File: src/rtl/mem_port_arbiter_pkg.sv
// Shared types and constants for the memory port arbiter and its optional fetch line buffer.
package mem_port_arbiter_pkg;

    typedef enum logic [1:0] {
        ARB_IDLE = 2'd0,
        ARB_REQ  = 2'd1,
        ARB_WAIT = 2'd2
    } arb_state_e;

    typedef enum logic {
        OWN_IF = 1'b0,
        OWN_D  = 1'b1
    } owner_e;

    typedef logic [63:0] line_bus_t;

    localparam int TAG_W = 29;

    // A 32-bit store lands in the upper half of the line when addr[2] is 0.
    function automatic logic [7:0] store_strobe(input logic hi_word, input logic [3:0] be);
        return hi_word ? {4'h0, be} : {be, 4'h0};
    endfunction

endpackage

File: src/rtl/mem_port_arbiter_fetch_line_buf.sv
// One-entry fetch line buffer: tag/valid/data with lookup, fill and store-driven invalidate.
module fetch_line_buf
    import mem_port_arbiter_pkg::*;
(
    input  logic             clk,
    input  logic             rst,
    input  logic [TAG_W-1:0] lookup_tag,
    output logic             hit,
    output line_bus_t        line,
    input  logic             fill_en,
    input  logic [TAG_W-1:0] fill_tag,
    input  line_bus_t        fill_data,
    input  logic             inv_en,
    input  logic [TAG_W-1:0] inv_tag
);

    logic             valid_q, valid_d;
    logic [TAG_W-1:0] tag_q, tag_d;
    line_bus_t        data_q, data_d;

    // Invalidate wins over fill; the arbiter never issues both in one cycle anyway.
    always_comb begin
        valid_d = valid_q;
        tag_d   = tag_q;
        data_d  = data_q;
        if (fill_en) begin
            valid_d = 1'b1;
            tag_d   = fill_tag;
            data_d  = fill_data;
        end
        if (inv_en && valid_q && (inv_tag == tag_q)) begin
            valid_d = 1'b0;
        end
    end

    always_ff @(posedge clk or posedge rst) begin
        if (rst) begin
            valid_q <= 1'b0;
            tag_q   <= '0;
            data_q  <= '0;
        end else begin
            valid_q <= valid_d;
            tag_q   <= tag_d;
            data_q  <= data_d;
        end
    end

    assign hit  = valid_q && (tag_q == lookup_tag);
    assign line = data_q;

endmodule

File: src/rtl/mem_port_arbiter.sv
// Shares one 64-bit memory bus between instruction fetch and the LSU, one transaction at a time.
// Define FETCH_LINE_BUF_EN to add a one-entry fetch line buffer that serves repeat fetches off-bus.
module mem_port_arbiter
    import mem_port_arbiter_pkg::*;
#(
    parameter int unsigned STARVE_MAX = 4
) (
    input  logic        clk,
    input  logic        rst,
    input  logic        if_req,
    input  logic [31:0] if_addr,
    input  logic        if_flush,
    output line_bus_t   if_rdata,
    output logic        if_rvalid,
    output logic        if_stall,
    input  logic        d_req,
    input  logic        d_we,
    input  logic [31:0] d_addr,
    input  logic [31:0] d_wdata,
    input  logic [3:0]  d_be,
    output logic [31:0] d_rdata,
    output logic        d_rvalid,
    output logic        d_stall,
    output logic        mem_req,
    output logic        mem_we,
    output logic [31:0] mem_addr,
    output line_bus_t   mem_wdata,
    output logic [7:0]  mem_wstrb,
    input  logic        mem_gnt,
    input  logic        mem_rvalid,
    input  line_bus_t   mem_rdata
);

    localparam logic [3:0] STARVE_LIM = 4'(STARVE_MAX);

    arb_state_e  state_q, state_d;
    owner_e      owner_q, owner_d;
    logic        drop_q, drop_d;
    logic [3:0]  starve_cnt_q, starve_cnt_d;
    logic [31:0] addr_q, addr_d;
    logic        we_q, we_d;
    line_bus_t   wdata_q, wdata_d;
    logic [7:0]  wstrb_q, wstrb_d;
    logic        d_word_q, d_word_d;

    logic if_busy, d_busy, resp_valid, if_resp_ok, if_bus_req, lsu_win, if_win;
    logic unused_addr_bits;

    assign if_busy    = (state_q != ARB_IDLE) && (owner_q == OWN_IF);
    assign d_busy     = (state_q != ARB_IDLE) && (owner_q == OWN_D);
    assign resp_valid = mem_rvalid && (state_q != ARB_IDLE);
    assign if_resp_ok = resp_valid && (owner_q == OWN_IF) && !drop_q && !if_flush;

    // Arbitration happens only in IDLE; the bus request is latched so a redirect cannot disturb it.
    always_comb begin
        state_d      = state_q;
        owner_d      = owner_q;
        drop_d       = drop_q;
        starve_cnt_d = starve_cnt_q;
        addr_d       = addr_q;
        we_d         = we_q;
        wdata_d      = wdata_q;
        wstrb_d      = wstrb_q;
        d_word_d     = d_word_q;
        lsu_win      = 1'b0;
        if_win       = 1'b0;
        unique case (state_q)
            ARB_IDLE: begin
                lsu_win = d_req && (!if_bus_req || (starve_cnt_q < STARVE_LIM));
                if_win  = !lsu_win && if_bus_req;
                if (lsu_win) begin
                    state_d  = ARB_REQ;
                    owner_d  = OWN_D;
                    addr_d   = {d_addr[31:3], 3'b000};
                    we_d     = d_we;
                    wdata_d  = {d_wdata, d_wdata};
                    wstrb_d  = store_strobe(d_addr[2], d_be);
                    d_word_d = d_addr[2];
                    if (if_bus_req && (starve_cnt_q != 4'hF)) begin
                        starve_cnt_d = starve_cnt_q + 4'd1;
                    end
                end else if (if_win) begin
                    state_d      = ARB_REQ;
                    owner_d      = OWN_IF;
                    addr_d       = {if_addr[31:3], 3'b000};
                    we_d         = 1'b0;
                    wdata_d      = '0;
                    wstrb_d      = 8'h00;
                    starve_cnt_d = 4'd0;
                end
            end
            ARB_REQ: begin
                if (mem_gnt) begin
                    state_d = mem_rvalid ? ARB_IDLE : ARB_WAIT;
                end
            end
            ARB_WAIT: begin
                if (mem_rvalid) begin
                    state_d = ARB_IDLE;
                end
            end
            default: state_d = ARB_IDLE;
        endcase
        if (if_flush && if_busy) begin
            drop_d = 1'b1;
        end
        if (state_d == ARB_IDLE) begin
            drop_d = 1'b0;
        end
    end

    always_ff @(posedge clk or posedge rst) begin
        if (rst) begin
            state_q      <= ARB_IDLE;
            owner_q      <= OWN_IF;
            drop_q       <= 1'b0;
            starve_cnt_q <= 4'd0;
            addr_q       <= '0;
            we_q         <= 1'b0;
            wdata_q      <= '0;
            wstrb_q      <= 8'h00;
            d_word_q     <= 1'b0;
        end else begin
            state_q      <= state_d;
            owner_q      <= owner_d;
            drop_q       <= drop_d;
            starve_cnt_q <= starve_cnt_d;
            addr_q       <= addr_d;
            we_q         <= we_d;
            wdata_q      <= wdata_d;
            wstrb_q      <= wstrb_d;
            d_word_q     <= d_word_d;
        end
    end

`ifdef FETCH_LINE_BUF_EN
    logic      hit_q, hit_d, buf_tag_hit, buf_hit_now;
    line_bus_t buf_line;

    fetch_line_buf u_line_buf (
        .clk        (clk),
        .rst        (rst),
        .lookup_tag (if_addr[31:3]),
        .hit        (buf_tag_hit),
        .line       (buf_line),
        .fill_en    (if_resp_ok),
        .fill_tag   (addr_q[31:3]),
        .fill_data  (mem_rdata),
        .inv_en     (lsu_win && d_we),
        .inv_tag    (d_addr[31:3])
    );

    // hit_q blocks a second lookup while the held if_req waits for its buffered response.
    always_comb begin
        buf_hit_now = if_req && buf_tag_hit && !if_busy && !hit_q;
        if_bus_req  = if_req && !buf_hit_now && !hit_q;
        hit_d       = buf_hit_now && !if_flush;
    end

    always_ff @(posedge clk or posedge rst) begin
        if (rst) begin
            hit_q <= 1'b0;
        end else begin
            hit_q <= hit_d;
        end
    end

    assign if_rvalid = if_resp_ok || (hit_q && !if_flush);
    assign if_rdata  = hit_q ? buf_line : (if_busy ? mem_rdata : '0);
`else
    assign if_bus_req = if_req;
    assign if_rvalid  = if_resp_ok;
    assign if_rdata   = if_busy ? mem_rdata : '0;
`endif

    assign d_rvalid  = resp_valid && (owner_q == OWN_D);
    assign d_rdata   = d_busy ? (d_word_q ? mem_rdata[31:0] : mem_rdata[63:32]) : 32'h0;
    assign if_stall  = if_req && !if_rvalid;
    assign d_stall   = d_req && !d_rvalid;

    assign mem_req   = (state_q == ARB_REQ);
    assign mem_we    = we_q;
    assign mem_addr  = addr_q;
    assign mem_wdata = wdata_q;
    assign mem_wstrb = wstrb_q;

    assign unused_addr_bits = ^{if_addr[2:0], d_addr[1:0]};

endmodule

File: config.mk
export PLATFORM = sky130hd
export DESIGN_NAME = mem_port_arbiter
export DESIGN_NICKNAME = d
export VERILOG_FILES = /design/src/rtl/mem_port_arbiter_pkg.sv /design/src/rtl/mem_port_arbiter_fetch_line_buf.sv /design/src/rtl/mem_port_arbiter.sv
export SDC_FILE = /design/constraint.sdc
export NUM_CORES = 1
export LEC_CHECK = 0
export CAP_MARGIN = 10
export CORE_AREA = 2 2 146 148
export CTS_BUF_LIST = sky130_fd_sc_hd__clkbuf_8
export DETAILED_ROUTE_END_ITERATION = 7
export DIE_AREA = 0 0 148 150
export PLACE_DENSITY = 0.58
export SYNTH_ARGS = -nofsm -noshare
export SYNTH_HDL_FRONTEND = slang
export SYNTH_SLANG_ARGS = --single-unit
File: constraint.sdc
create_clock -name clk -period 5.4 [get_ports clk]
set_input_delay 0.81 -clock clk [delete_from_list [all_inputs] [get_ports clk]]
set_output_delay 0.81 -clock clk [all_outputs]
set_load 0.01 [all_outputs]
==> images/clock_nets.png <==
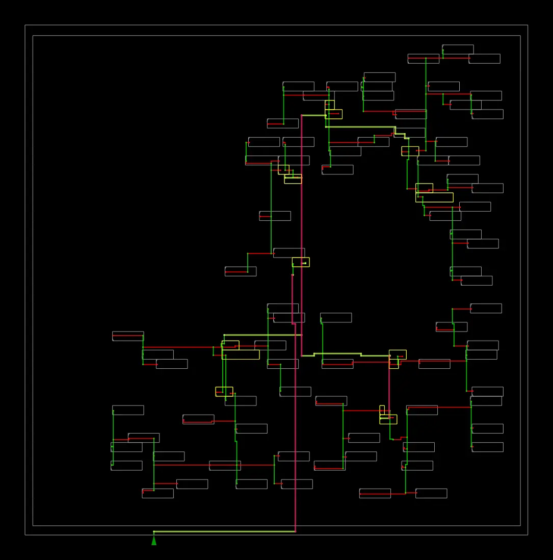
count of flip-flops and latches: 79
Clock net power: 0.486 mW

==> images/pinout.png <==
(2 px per um) Pins as bars across the die edge, other pins in grey.
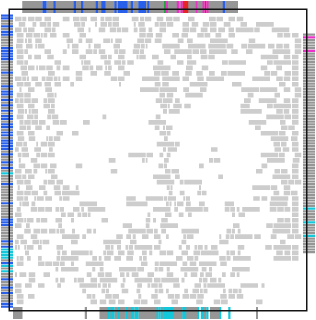
mem_addr: drawn in cyan, pins 32, direction output, edge 22 bottom, 7 left, 3 right. if_rdata: drawn in blue, pins 64, direction output, edge 43 left, 21 top. mem_wstrb: drawn in magenta, pins 8, direction output, edge 6 top, 2 right. d_stall: drawn in green, pins 1, direction output, edge top. d_be: drawn in red, pins 4, direction input, edge top.

==> images/gates.png <==
(2 px per um)
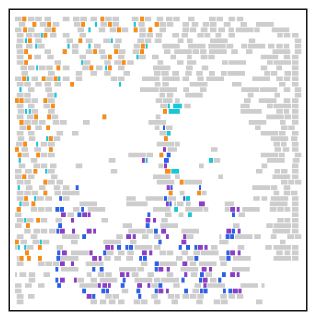
and/or cells: drawn in orange, cells 71, most used and2_1. aoi and oai cells: drawn in purple, cells 64, most used o21ai_0. nand cells: drawn in blue, cells 66, most used nand3_1. nor cells: drawn in cyan, cells 42, most used nor2_1.

==> images/layers.png <==
(2 px per um) Only two layers are drawn.
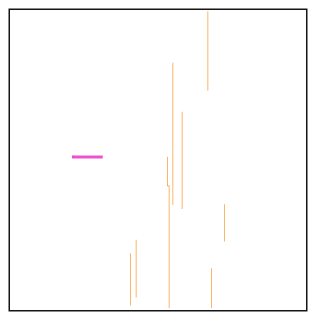
M4: drawn in orange, wire length 328 um. M5: drawn in magenta, wire length 13.8 um.

==> images/m4.png <==
(2 px per um)
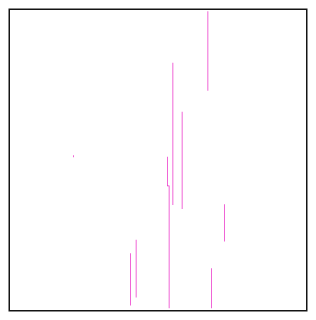
8 nets have wire on it. The layer carries 328 um of wire. The wires run mostly vertical.

## kinds of logic (layout without fill, tap and decap cells)
family | count (synthesis) | count (layout)
fa+ha+maj | 1 | 1
buf+inv | 88 | 396
other cells | 1 | 3
flops | 79 | 79
simple gates | 179 | 179
mux | 33 | 33
compound gates | 113 | 113
## stage by stage
step | cells | total power [mW] | hold WS, ns | area (sq um) | setup WS [ns]
after global placement | 1064 | 3.03 | 0.476 | 8290 | 1.98
final | 1079 | 3.49 | 0.498 | 8500 | 1.93
after global routing | 1079 | 3.71 | 0.512 | 8500 | 1.69
after CTS | 1079 | 3.54 | 0.503 | 8500 | 1.80
after detailed placement | 1064 | 3.03 | 0.483 | 8290 | 1.99
after floorplan | 496 | 1.94 | 0.454 | 4670 | 2.57
## power by group
group	leakage (nW)	internal [mW]	total, mW	switching (mW)
logic	2.26	1.17	2.00	0.832
registers	0.997	0.803	0.999	0.196
clock network	0.103	0.257	0.486	0.229
## worst min-delay path, cell delays in order (launching register included)
cell	delay, ns
sky130_fd_sc_hd__dfrtp_1	0.35
sky130_fd_sc_hd__nand2_1	0.05
sky130_fd_sc_hd__o21ai_0	0.07
## area by class of cell
cell class | instances | share of cell area [%]
clock buffer | 9 | 1.46
clock inverter | 6 | 1.03
tap | 275 | 4.05
sequential | 79 | 23.3
timing repair buffer | 379 | 44.3
inverter | 2 | 0.103
multi-input combinational | 329 | 25.8
## layer usage
| layer | track usage, % | wire length, um | up-vias | share of wire, % |
|---|---|---|---|---|
| li1 | - | - | 2346 | - |
| met1 | 19.1 | 7640 | 2323 | 38 |
| met2 | 30.9 | 10400 | 224 | 52 |
| met3 | 5.76 | 1690 | 21 | 8.4 |
| met4 | 5.29 | 328 | 2 | 1.6 |
| met5 | 0 | 13 | - | 0.065 |
## cell usage after synthesis, types with 3 or more instances
cell type,n,area share (%)
sky130_fd_sc_hd__a21o_1,3,0.48
sky130_fd_sc_hd__a21oi_1,3,0.32
sky130_fd_sc_hd__a22o_1,37,7.0
sky130_fd_sc_hd__a32o_1,4,0.86
sky130_fd_sc_hd__and2_1,65,8.7
sky130_fd_sc_hd__buf_2,19,2.0
sky130_fd_sc_hd__buf_4,35,5.6
sky130_fd_sc_hd__buf_6,3,0.73
sky130_fd_sc_hd__clkbuf_1,26,2.1
sky130_fd_sc_hd__dfrtp_1,79,42
sky130_fd_sc_hd__mux2i_1,32,6.9
sky130_fd_sc_hd__nand2_1,5,0.40
sky130_fd_sc_hd__nand3_1,30,3.2
sky130_fd_sc_hd__nand4_1,29,3.9
sky130_fd_sc_hd__nor2_1,36,2.9
sky130_fd_sc_hd__o211ai_1,29,4.7
sky130_fd_sc_hd__o21ai_0,32,3.4
## flip-flops by register name (all words and copies together), names as in the netlist
signal	flops
d_word_q	1
mem_we	1
state_q	2
mem_wstrb	8
starve_cnt_q	4
owner_q	1
mem_wdata	32
drop_q	1
mem_addr	29
==> run_results.csv <==
group,metric,value,unit
outcome,result_of_the_run,"finished, final reports clean",
global_route,maximum_number_of_pins_on_one_net_before_global_route_repair,67,
global_route,antenna_found_initial,1,
placement,port_buf_inserts,369,
worst_setup_path,r2r_setup_slack,3.08,ns
logic_synthesis,aoi_share,17.7,%
finish,final_cell_mix,"sky130_fd_sc_hd__clkdlybuf4s50_1, sky130_fd_sc_hd__dfrtp_1, sky130_fd_sc_hd__and2_1, sky130_fd_sc_hd__a22o_1, sky130_fd_sc_hd__nor2_1",
job,warnings,31,
worst_setup_path,cell_type_of_the_slowest_stage_on_the_worst_timing_path,"sky130_fd_sc_hd__o21ba_2",
cts,cts-root-to-sink-buffers,2,
floorplan,core_box_area,0.0207,sq mm
sta,slew_headroom,21.0,%
worst_setup_path,critical_path_required,4.59,ns
global_route,track_usage,17.2,%
floorplan,rows,53,
global_route,grt_remaining_overflow,0,
logic_synthesis,synthXorXnorAreaFrac,0,%
power_and_ir_drop,total_leakage_power,3.36,nW
logic_synthesis,ys_cells,494,
sta,worst_clock_skew,0.0171,ns
logic_synthesis,synthesis.area,0.00466,sq mm
Power figures rest on the tool's default switching activity, not on a simulated workload.
